**config.mk**
```make
export PLATFORM = sky130hd
export DESIGN_NAME = req_protocol_monitor
export DESIGN_NICKNAME = d
export VERILOG_FILES = /design/src/rtl/req_mon_pkg.sv /design/src/rtl/req_mon_chan.sv /design/src/rtl/req_protocol_monitor.sv
export SDC_FILE = /design/constraint.sdc
export NUM_CORES = 1
export LEC_CHECK = 0
export CAP_MARGIN = 20
export CORE_MARGIN = 4
export CORE_UTILIZATION = 40
export CTS_CLUSTER_DIAMETER = 200
export DETAILED_ROUTE_END_ITERATION = 16
export GPL_TIMING_DRIVEN = 0
export PLACE_DENSITY = 0.67
export SLEW_MARGIN = 20
export SYNTH_ARGS = -nofsm -noshare
export SYNTH_HDL_FRONTEND = slang
export SYNTH_SLANG_ARGS = --single-unit
```
**constraint.sdc**
```tcl
create_clock -name clk -period 4.26 [get_ports clk]
set_input_delay 0.426 -clock clk [delete_from_list [all_inputs] [get_ports clk]]
set_output_delay 0.426 -clock clk [all_outputs]
set_load 0.02 [all_outputs]
```
**src/rtl/req_mon_pkg.sv**
```systemverilog
// req_mon_pkg: shared types and defaults for the request protocol monitor.
//   rule_e   - indexes one channel's violation vector (one bit per rule)
//   gap_st_e - high-priority gap timer state
//   DEF_*    - default parameter values for the top and channel modules
package req_mon_pkg;

  typedef enum logic [1:0] {
    RULE_RST   = 2'd0,
    RULE_VALID = 2'd1,
    RULE_BURST = 2'd2,
    RULE_HP    = 2'd3
  } rule_e;

  localparam int NUM_RULES = 4;

  typedef enum logic {
    IDLE = 1'b0,
    HOLD = 1'b1
  } gap_st_e;

  localparam int DEF_NCH       = 4;
  localparam int DEF_PRIO_W    = 2;
  localparam int DEF_MAX_BURST = 3;
  localparam int DEF_HP_GAP    = 5;
  localparam int DEF_CNT_W     = 8;

endpackage

```
**src/rtl/req_mon_chan.sv**
```systemverilog
// req_mon_chan: rule checker for one request channel.
//   clk, reset      - monitor clock, synchronous active-high reset
//   dut_rst_n       - monitored-domain reset, sampled as data
//   req, valid      - channel request and data-valid qualifier
//   prio            - channel priority (all-ones = high priority)
//   viol            - registered one-cycle violation pulses, indexed by rule_e
// Optional: define REQ_MON_SVA_EN to add one concurrent assertion per rule.
module req_mon_chan
  import req_mon_pkg::*;
#(
  parameter int PRIO_W    = DEF_PRIO_W,
  parameter int MAX_BURST = DEF_MAX_BURST,
  parameter int HP_GAP    = DEF_HP_GAP,
  parameter int CH_ID     = 0
) (
  input  logic                 clk,
  input  logic                 reset,
  input  logic                 dut_rst_n,
  input  logic                 req,
  input  logic                 valid,
  input  logic [PRIO_W-1:0]    prio,
  output logic [NUM_RULES-1:0] viol
);

  localparam int RUN_W = $clog2(MAX_BURST + 1);
  localparam int GAP_W = $clog2(HP_GAP + 1);
  localparam logic [RUN_W-1:0] RUN_MAX  = RUN_W'(MAX_BURST);
  localparam logic [GAP_W-1:0] GAP_LOAD = GAP_W'(HP_GAP - 1);
  localparam logic [GAP_W-1:0] GAP_ONE  = GAP_W'(1);

  logic             hp;
  logic [RUN_W-1:0] run_cnt;
  logic [GAP_W-1:0] gap_tmr;
  gap_st_e          gap_st;

  assign hp = req & (&prio);

  always_ff @(posedge clk) begin
    if (reset) begin
      viol    <= '0;
      run_cnt <= '0;
      gap_tmr <= '0;
      gap_st  <= IDLE;
    end else begin
      // Only the reset rule survives while the monitored domain is in reset.
      viol[RULE_RST]   <= req & ~dut_rst_n;
      viol[RULE_VALID] <= dut_rst_n & req & ~valid;
      viol[RULE_BURST] <= dut_rst_n & req & (run_cnt == RUN_MAX);
      viol[RULE_HP]    <= dut_rst_n & hp & (gap_st == HOLD);

      // Run counter saturates so every req beyond the limit keeps flagging.
      if (!dut_rst_n || !req)
        run_cnt <= '0;
      else if (run_cnt != RUN_MAX)
        run_cnt <= run_cnt + 1'b1;

      // A high-priority req seen while holding flags but does not restart the gap.
      if (!dut_rst_n) begin
        gap_st  <= IDLE;
        gap_tmr <= '0;
      end else begin
        case (gap_st)
          IDLE: if (hp && HP_GAP > 1) begin
            gap_st  <= HOLD;
            gap_tmr <= GAP_LOAD;
          end
          HOLD: begin
            gap_tmr <= gap_tmr - 1'b1;
            if (gap_tmr == GAP_ONE) gap_st <= IDLE;
          end
          default: gap_st <= IDLE;
        endcase
      end
    end
  end

`ifdef REQ_MON_SVA_EN
  a_rst: assert property (@(posedge clk) disable iff (reset)
    !(req && !dut_rst_n))
    else $error("ch%0d RULE_RST: req while dut_rst_n low", CH_ID);
  a_valid: assert property (@(posedge clk) disable iff (reset || !dut_rst_n)
    req |-> valid)
    else $error("ch%0d RULE_VALID: req without valid", CH_ID);
  a_burst: assert property (@(posedge clk) disable iff (reset || !dut_rst_n)
    !(req && run_cnt == RUN_MAX))
    else $error("ch%0d RULE_BURST: req run exceeds %0d", CH_ID, MAX_BURST);
  a_hp: assert property (@(posedge clk) disable iff (reset || !dut_rst_n)
    !(hp && gap_st == HOLD))
    else $error("ch%0d RULE_HP: high-priority req inside %0d-cycle gap", CH_ID, HP_GAP);
`endif

endmodule

```
**src/rtl/req_protocol_monitor.sv**
```systemverilog
// req_protocol_monitor: per-channel request protocol checker with a sticky
// error flag and a saturating violation-cycle counter.
//   clk, reset                 - monitor clock, synchronous active-high reset
//   dut_rst_n                  - monitored-domain reset (data, active-low)
//   req, valid [NCH]           - per-channel request / data-valid
//   prio [NCH*PRIO_W]          - per-channel priority, channel i at [i*PRIO_W +: PRIO_W]
//   clr                        - synchronous clear of err_any / err_cnt
//   fire [NCH]                 - combinational req & valid
//   viol_rst/valid/burst/hp    - registered one-cycle violation pulses
//   err_any, err_cnt           - sticky error, saturating violation-cycle count
// Optional: define REQ_MON_SVA_EN to add per-channel rule assertions.
module req_protocol_monitor
  import req_mon_pkg::*;
#(
  parameter int NCH       = DEF_NCH,
  parameter int PRIO_W    = DEF_PRIO_W,
  parameter int MAX_BURST = DEF_MAX_BURST,
  parameter int HP_GAP    = DEF_HP_GAP,
  parameter int CNT_W     = DEF_CNT_W
) (
  input  logic                  clk,
  input  logic                  reset,
  input  logic                  dut_rst_n,
  input  logic [NCH-1:0]        req,
  input  logic [NCH-1:0]        valid,
  input  logic [NCH*PRIO_W-1:0] prio,
  input  logic                  clr,
  output logic [NCH-1:0]        fire,
  output logic [NCH-1:0]        viol_rst,
  output logic [NCH-1:0]        viol_valid,
  output logic [NCH-1:0]        viol_burst,
  output logic [NCH-1:0]        viol_hp,
  output logic                  err_any,
  output logic [CNT_W-1:0]      err_cnt
);

  logic [NCH-1:0][NUM_RULES-1:0] chan_viol;
  logic                          viol_cyc;

  assign fire = req & valid;

  for (genvar g = 0; g < NCH; g++) begin : g_ch
    req_mon_chan #(
      .PRIO_W    (PRIO_W),
      .MAX_BURST (MAX_BURST),
      .HP_GAP    (HP_GAP),
      .CH_ID     (g)
    ) u_chan (
      .clk       (clk),
      .reset     (reset),
      .dut_rst_n (dut_rst_n),
      .req       (req[g]),
      .valid     (valid[g]),
      .prio      (prio[g*PRIO_W +: PRIO_W]),
      .viol      (chan_viol[g])
    );
    assign viol_rst[g]   = chan_viol[g][RULE_RST];
    assign viol_valid[g] = chan_viol[g][RULE_VALID];
    assign viol_burst[g] = chan_viol[g][RULE_BURST];
    assign viol_hp[g]    = chan_viol[g][RULE_HP];
  end

  // A violation cycle is one where any registered pulse is visible, so the
  // counter trails the pulses by one edge and many bits count once.
  assign viol_cyc = |{viol_rst, viol_valid, viol_burst, viol_hp};

  always_ff @(posedge clk) begin
    if (reset) begin
      err_any <= 1'b0;
      err_cnt <= '0;
    end else if (clr) begin
      // Clearing in a violation cycle leaves that cycle counted.
      err_any <= viol_cyc;
      err_cnt <= CNT_W'(viol_cyc);
    end else if (viol_cyc) begin
      err_any <= 1'b1;
      if (err_cnt != {CNT_W{1'b1}}) err_cnt <= err_cnt + 1'b1;
    end
  end

endmodule
```
==> run_1/ff_map.png <==
The bar under the picture is 20 um long. Other sequential cells in the stronger grey, the rest of the logic in the fainter grey.
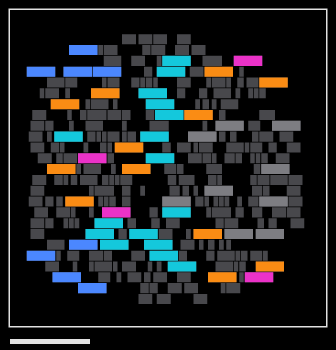
legend:
  g_ch.u_chan.gap_st:
    colour: magenta
    flops: 4
  g_ch.u_chan.gap_tmr:
    colour: orange
    flops: 12
  g_ch.u_chan.viol:
    colour: cyan
    flops: 16
  g_ch.u_chan.run_cnt:
    colour: blue
    flops: 8
utilization after layout: 55.5%
sequential portion of the cell area: 36.7%
seq pwr: 476 uW

==> run_1/clock_nets.png <==
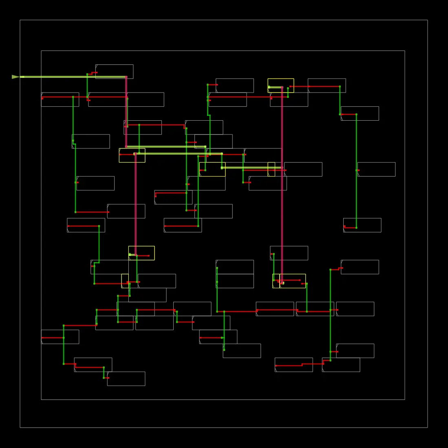
Worst Skew: 0.00603 ns
CTS buffer count: 5

==> impl_metrics.py, run 1 <==
# Synthesis and PnR figures
metrics = {
    "clock_tree": {
        "clk_path_buf_depth": 2,
        "cts.repair.resized": 0,
        "cts-root-buf": "clkbuf_8",
    },
    "layout": {
        "drive_above_1_share_pct": 3.96,
        "layout_top_cell": "dfxtp_1",
        "syn2layout_area_growth_pct": 31.1,
    },
    "worst_setup_path": {
        "required_ns": 3.83,
        "crit_path_max_fanout": 5,
    },
    "synth": {
        "synthCells": 223,
        "most_common_cell": "dfxtp_1",
        "ys_seq_share_pct": 48.1,
        "ys.flop_type": "dfxtp_1",
        "ys_sh_xor_pct": 1.72,
    },
    "global_route": {
        "grt_pass1_wl_um": 6960,
    },
    "power": {
        "power_density_nw_per_um2": 308,
        "p_leak_nw": 1.04,
    },
    "status": {
        "status": "finished, final reports clean",
    },
    "final_timing": {
        "worst_pin_slew_ns": 0.598,
        "max_freq_mhz": 469,
        "maxSlewHeadroom_pct": 60.2,
    },
    "floorplanning": {
        "die_w_um": 79.4,
    },
    "placement": {
        "io_buffers": 47,
    },
}
==> run_1/closeup.png <==
Window x 45 to 75, y 5 to 35 um. Cells in grey, sequential cells in the stronger grey; small squares are vias.
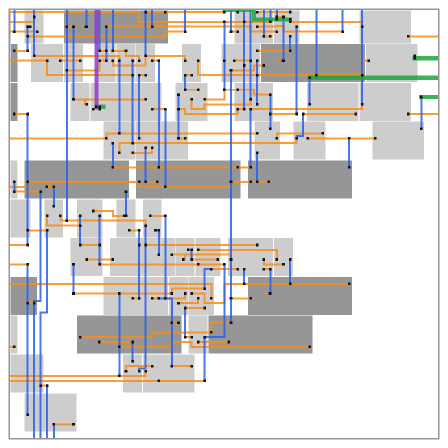
legend:
  M3:
    colour: green
  M2:
    colour: blue
  M4:
    colour: purple
  M1:
    colour: orange
sequential cells in the window: 8
netlist names of flops here include: err_cnt (3), g_ch.u_chan.gap_tmr (3)
most frequent: dfxtp_1 (8), clkdlybuf4s50_1 (7), nor2_1 (6)
cells with their middle in the window: 49

-- run 1: area by class of cell --
type,count,area [um2]
well taps,67,83.8
flip-flops and latches,49,981
repair buffers,47,470
fillers,495,2140
clock buffers,8,80.1
multi-input cells,154,976
plain buffers,6,31.3
inverters,14,52.6
-- run 1: worst paths after layout --
kind,from,to,cells after the start
setup / recovery,req[0],fire[0],3
hold / removal,err_any,err_any,2
setup reg to reg,err_cnt[0],err_cnt[0],6
hold reg to reg,err_any,err_any,2
-- run 1: through the flow --
step / power [mW] / area (um2) / setup WS (ns) / cells
4_1_cts: 0.840 / 2680 / 2.11 / 345
2_1_floorplan: 0.530 / 2040 / 2.58 / 223
3_5_place_dp: 0.576 / 2590 / 2.11 / 337
3_3_place_gp: 0.575 / 2590 / 2.11 / 337
6_report: 0.824 / 2680 / 2.13 / 345
5_1_grt: 0.866 / 2680 / 2.07 / 345
-- run 1: worst max-delay path, delay by kind of cell --
kind	cells	cell delay [ns]
buffers and inverters	2	1.14
AND/OR/NAND/NOR	1	0.14
-- run 1: power breakdown --
group	total, mW	internal [mW]	leakage (nW)	switching, mW
Combinational	0.0890	0.0435	0.599	0.0455
Sequential	0.476	0.468	0.397	0.00784
Clock	0.259	0.117	0.0395	0.142
Total	0.824	0.628	1.04	0.196
-- run 1: kinds of logic after synthesis --
logic type / count (synthesis)
AND/OR/NAND/NOR: 93
flip-flops: 49
AND-OR/OR-AND: 35
buffers and inverters: 20
adder cells (fa/ha/maj): 13
multiplexers: 9
XOR/XNOR: 4
-- run 1: layer usage --
| layer | wire length, um | part of all wire [%] | GRT usage, % |
|---|---|---|---|
| met2 | 1910 | 45 | 21.7 |
| met5 | 0 | 0 | 0 |
| met4 | 71 | 1.7 | 5.15 |
| met3 | 239 | 5.6 | 4.06 |
| met1 | 2010 | 48 | 18.8 |
==> inputs of run 2 (changes only) <==
==> constraint.sdc (replaced) <==
create_clock -name clk -period 2.2 [get_ports clk]
set_input_delay 0.22 -clock clk [delete_from_list [all_inputs] [get_ports clk]]
set_output_delay 0.22 -clock clk [all_outputs]
set_load 0.02 [all_outputs]
==> run_2/closeup.png <==
Window x 45 to 75, y 5 to 35 um. Cells in grey, sequential cells in the stronger grey; small squares are vias.
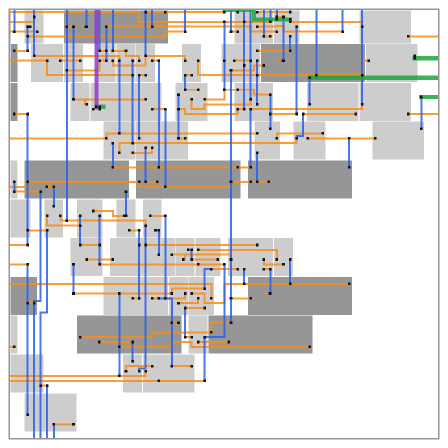
legend:
  M4:
    colour: purple
  M3:
    colour: green
  M1:
    colour: orange
  M2:
    colour: blue
netlist names of flops here include: err_cnt (3), g_ch.u_chan.gap_tmr (3)
sequential cells in the window: 8
most frequent: dfxtp_1 (8), clkdlybuf4s50_1 (7), nor2_1 (6)
cells with their middle in the window: 49

==> run_2/clock_wires.png <==
The bar under the picture is 20 um long.
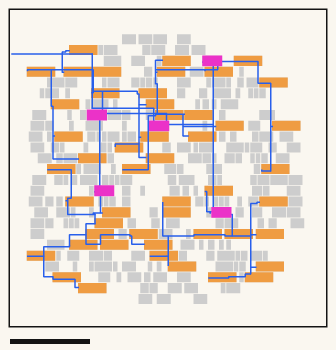
legend:
  clock-net drivers:
    colour: magenta
    count: 5
  clock wires:
    colour: blue
    length: 577 um
  flip-flops:
    colour: orange
    count: 49
routed clock nets: 6
Latency at later pin: 0.30 ns
clock network fraction of total power: 31.4%
clock network power: 501 uW

==> run_2/clock_nets.png <==
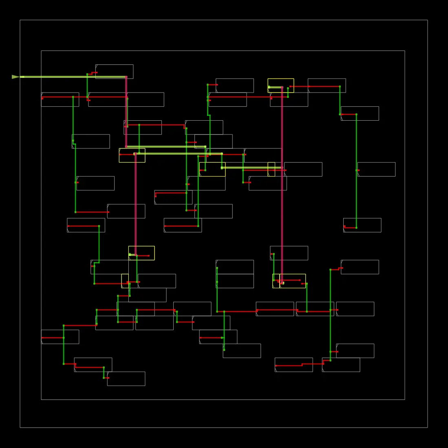
clk_buf instances: 8
clk sinks: 49
seq_cells: 49

==> impl_metrics.py, run 2 <==
# Synthesis and PnR figures
metrics = {
    "status": {
        "status": "finished, final reports clean",
    },
    "placement": {
        "place_area_um2": 2590,
        "post-place-ws_ns": 0.322,
        "io_buffers": 47,
        "dp.cells": 337,
    },
    "synth": {
        "synth_flops": 49,
        "netlist_area_um2": 2040,
        "ys_chip_area_um2": 2040,
        "synthCells": 223,
        "top_cell_area_share_pct": 48.1,
        "async_flop_share_pct": 0,
        "ys_seq_share_pct": 48.1,
        "ys.flop_type": "dfxtp_1",
        "yosys.area.top_type": "dfxtp_1",
        "synthDistinctLibCells": 34,
        "most_common_cell": "dfxtp_1",
    },
    "layout": {
        "largest-register": "g_ch.u_chan.viol",
        "final_util_pct": 55.5,
        "reg_top3": "g_ch.u_chan.viol x16, g_ch.u_chan.gap_tmr x12",
        "drive_above_1_share_pct": 3.96,
        "layout_top_cell": "dfxtp_1",
        "finalInstanceArea_um2": 2680,
        "syn2layout_area_growth_pct": 31.1,
        "fin_cells": 345,
        "diodes": 0,
    },
    "global_route": {
        "grt_pass1_wl_um": 6960,
    },
    "final_timing": {
        "setup_viol": 0,
        "maxSlewHeadroom_pct": 60.2,
        "finalWorstSetupSlack_ns": 0.479,
        "fin_skew_ns": 0.00603,
        "finalSetupTns_ns": 0,
        "max_freq_mhz": 581,
        "worst_pin_slew_ns": 0.598,
    },
    "clock_tree": {
        "tritoncts": "built",
        "clk_path_buf_depth": 2,
        "cts-root-buf": "clkbuf_8",
        "clk_pin_slew_worst_paths_ns": 0.08,
        "numCtsBuffers": 5,
        "cts.repair.resized": 0,
    },
    "power": {
        "power_density_nw_per_um2": 596,
        "p_leak_nw": 1.04,
        "finalPower_mw": 1.59,
    },
    "worst_setup_path": {
        "crit_path_max_fanout": 5,
        "crit_top_cell": "clkdlybuf4s50_1",
        "required_ns": 1.98,
        "critPathMaxStageDelay_ns": 0.60,
        "worstPathCellList": "clkdlybuf4s50_1 -> and2_1 -> clkdlybuf4s50_1",
    },
    "route": {
        "route.detailed.drc": 0,
    },
    "floorplanning": {
        "die_w_um": 79.4,
        "dieArea_um2": 6310,
    },
}
==> run 2: final timing paths <==
path	slack (ns)	start	cells past startpoint	to
min	0.27	reset	2	err_any
min reg2reg	0.47	err_any	2	err_any
max	0.48	req[0]	3	fire[0]
max reg2reg	0.53	err_cnt[0]	6	err_cnt[0]
==> run 2: logic make-up after synthesis <==
logic type	Yosys count	share of synthesized area (%)
compound gates	35	11.1
buf+inv	20	4.11
flops	49	48.1
mux	9	4.41
simple gates	93	22.6
xor+xnor	4	1.72
fa+ha+maj	13	7.97
==> run 2: layout make-up <==
cell class	instances	area [um2]
fillers	495	2140
flip-flops and latches	49	981
multi-input cells	154	976
repair buffers	47	470
well taps	67	83.8
clock buffers	8	80.1
inverters	14	52.6
plain buffers	6	31.3
==> run 2: power breakdown <==
part	internal [mW]	switching, mW
Sequential	0.906	0.0152
Clock	0.226	0.275
Combinational	0.0842	0.0882
Total	1.22	0.379
==> run 2: routing by layer <==
metal / wire, um / share of wire (%) / vias to the layer above / global-route usage [%]
met5: 0 / 0 / - / 0
met1: 2010 / 48 / 753 / 18.8
met4: 71 / 1.7 / 0 / 5.15
met3: 239 / 5.6 / 7 / 4.06
met2: 1910 / 45 / 38 / 21.7
li1: - / - / 881 / -
==> run 2: worst max-delay path: cells and delay by family <==
kind | cells | cell delay, ns
buffers and inverters | 2 | 1.14
and+or+nand+nor | 1 | 0.14
==> inputs of run 3 (changes only) <==
==> constraint.sdc (replaced) <==
create_clock -name clk -period 1.65 [get_ports clk]
set_input_delay 0.165 -clock clk [delete_from_list [all_inputs] [get_ports clk]]
set_output_delay 0.165 -clock clk [all_outputs]
set_load 0.02 [all_outputs]
==> run_3/clock_nets.png <==
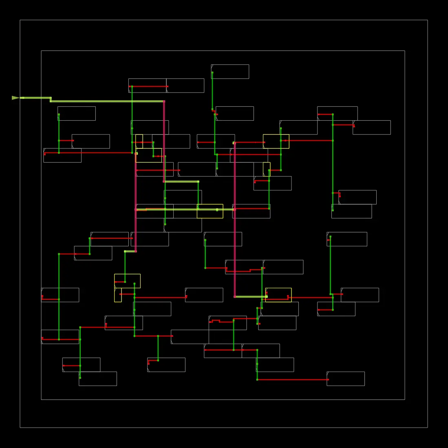
Worst Skew: 0.00733 ns
clock network power: 666 uW

==> run_3/ff_map.png <==
The bar under the picture is 20 um long. Other sequential cells in the stronger grey, the rest of the logic in the fainter grey.
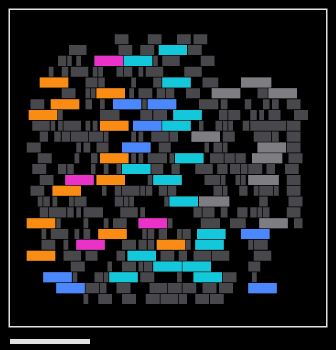
legend:
  g_ch.u_chan.run_cnt:
    colour: blue
    flops: 8
  g_ch.u_chan.gap_tmr:
    colour: orange
    flops: 12
  g_ch.u_chan.gap_st:
    colour: magenta
    flops: 4
  g_ch.u_chan.viol:
    colour: cyan
    flops: 16
seq pwr: 1.23 mW
FF+latch area: 986 um2
sequential portion of the cell area: 36.0%

==> run_3/closeup.png <==
Window x 45 to 75, y 5 to 35 um. Cells in grey, sequential cells in the stronger grey; small squares are vias.
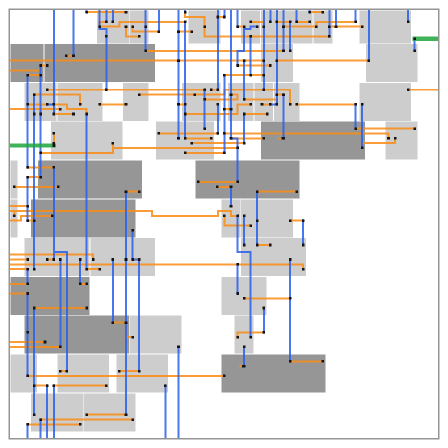
legend:
  M3:
    colour: green
  M2:
    colour: blue
  M1:
    colour: orange
sequential cells in the window: 8
cells with their middle in the window: 41
netlist names of flops here include: g_ch.u_chan.viol (4), g_ch.u_chan.run_cnt (2)
most frequent: clkdlybuf4s50_1 (9), dfxtp_1 (7), nand2_1 (3)

==> impl_metrics.py, run 3 <==
# Synthesis and PnR figures
metrics = {
    "worst_setup_path": {
        "crit_path_max_fanout": 7,
        "worstPathCellList": "ha_4 -> nand3_1 -> or2_1 -> buf_6 -> a2111o_1 -> o31ai_1",
        "required_ns": 1.86,
    },
    "floorplanning": {
        "dieArea_um2": 6310,
        "die_w_um": 79.4,
    },
    "power": {
        "p_leak_nw": 1.10,
        "power_density_nw_per_um2": 781,
        "finalPower_mw": 2.14,
    },
    "synth": {
        "ys.flop_type": "dfxtp_1",
        "ys_chip_area_um2": 2040,
        "ys_seq_share_pct": 48.1,
        "synth_flops": 49,
        "async_flop_share_pct": 0,
        "most_common_cell": "dfxtp_1",
        "synthCells": 223,
    },
    "hold_path": {
        "hp-start": "reset",
    },
    "status": {
        "status": "finished, final reports clean",
    },
    "final_timing": {
        "finalSetupTns_ns": 0,
        "setup_viol": 0,
        "max_freq_mhz": 634,
    },
    "route": {
        "route.detailed.drc": 0,
    },
    "layout": {
        "finalInstanceArea_um2": 2740,
        "syn2layout_area_growth_pct": 34.0,
        "layout_top_cell": "dfxtp_1",
        "largest-register": "g_ch.u_chan.viol",
        "logic_area_um2": 1010,
        "n_fill_cell": 458,
    },
    "clock_tree": {
        "cts-root-buf": "clkbuf_8",
        "clk_path_buf_depth": 2,
    },
    "placement": {
        "io_buffers": 47,
        "post-place-ws_ns": -0.119,
    },
}
## run 3: cell counts after synthesis
No cell type changed its count.
## run 3: repair_timing
action	in CTS	in global routing
cloned	0	0
hold buffers	0	0
pin swaps	1	1
setup endpoints to repair	2	7
resized	2	10
buffers inserted	0	1
## run 3: cell families (layout without fill, tap and decap cells)
| family | Yosys count | count (layout) | synth area share [%] |
|---|---|---|---|
| AND-OR/OR-AND | 35 | 35 | 11.1 |
| XOR/XNOR | 4 | 4 | 1.72 |
| adder cells (fa/ha/maj) | 13 | 13 | 7.97 |
| buffers and inverters | 20 | 76 | 4.11 |
| flip-flops | 49 | 49 | 48.1 |
| multiplexers | 9 | 9 | 4.41 |
| AND/OR/NAND/NOR | 93 | 93 | 22.6 |
## run 3: metrics by stage
stage,hold WS (ns),cells
floorplan,0.237,223
global placement,0.459,337
detailed placement,0.465,337
CTS,0.205,345
global route,0.264,346
finish,0.210,346
## run 3: area by class of cell
class	count	share of cell area [%]
buffer	6	1.14
clock buffer	8	2.93
inverter	14	1.92
multi-input combinational	154	37.1
sequential	49	36.0
tap	67	3.06
timing repair buffer	48	17.8
## run 3: where the power goes
part	switching [mW]	leakage, nW	internal, mW
logic	0.119	0.664	0.119
registers	0.0238	0.399	1.21
clock network	0.364	0.0395	0.302
total	0.507	1.10	1.63
## run 3: final timing paths
path,slack (ns),cells after the start,endpoint
setup / recovery,0.07,6,err_cnt[0]
hold / removal,0.21,2,err_any
setup reg to reg,0.07,6,err_cnt[0]
hold reg to reg,0.48,1,g_ch[2].u_chan.gap_tmr[2]
## run 3: per-layer routing
metal,up-vias,share of wire (%),GRT usage (%)
met3,8,3.3,3.39
met1,824,46,18.8
met5,-,0,0
met4,0,1.5,5.67
met2,29,50,25.2
li1,891,-,-

==> layout pictures side by side <==
Sizing map.
The bar under the picture is 20 um long.
panel A
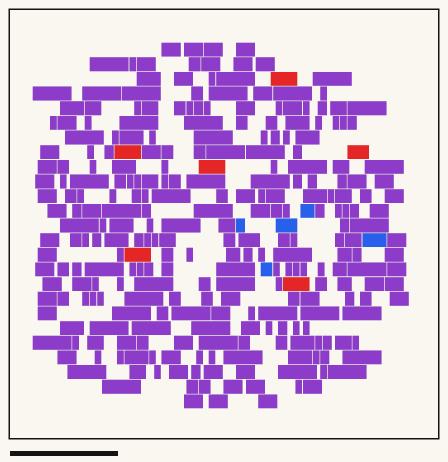
panel B
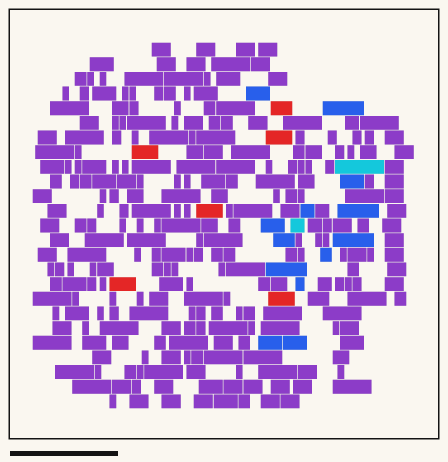
| from | picture |
|---|---|
| run 3 | panel B |
| run 1 | panel A |

Key to panel A:
legend:
  x2:
    colour: blue
    cells: 5
    share: 1.8%
  x1 and smaller:
    colour: purple
    cells: 267
    share: 96%
    most_used: dfxtp_1
  x6 and larger:
    colour: red
    cells: 6
    share: 2.2%
    most_used: clkbuf_8

Power is estimated from default activity; no workload was simulated.
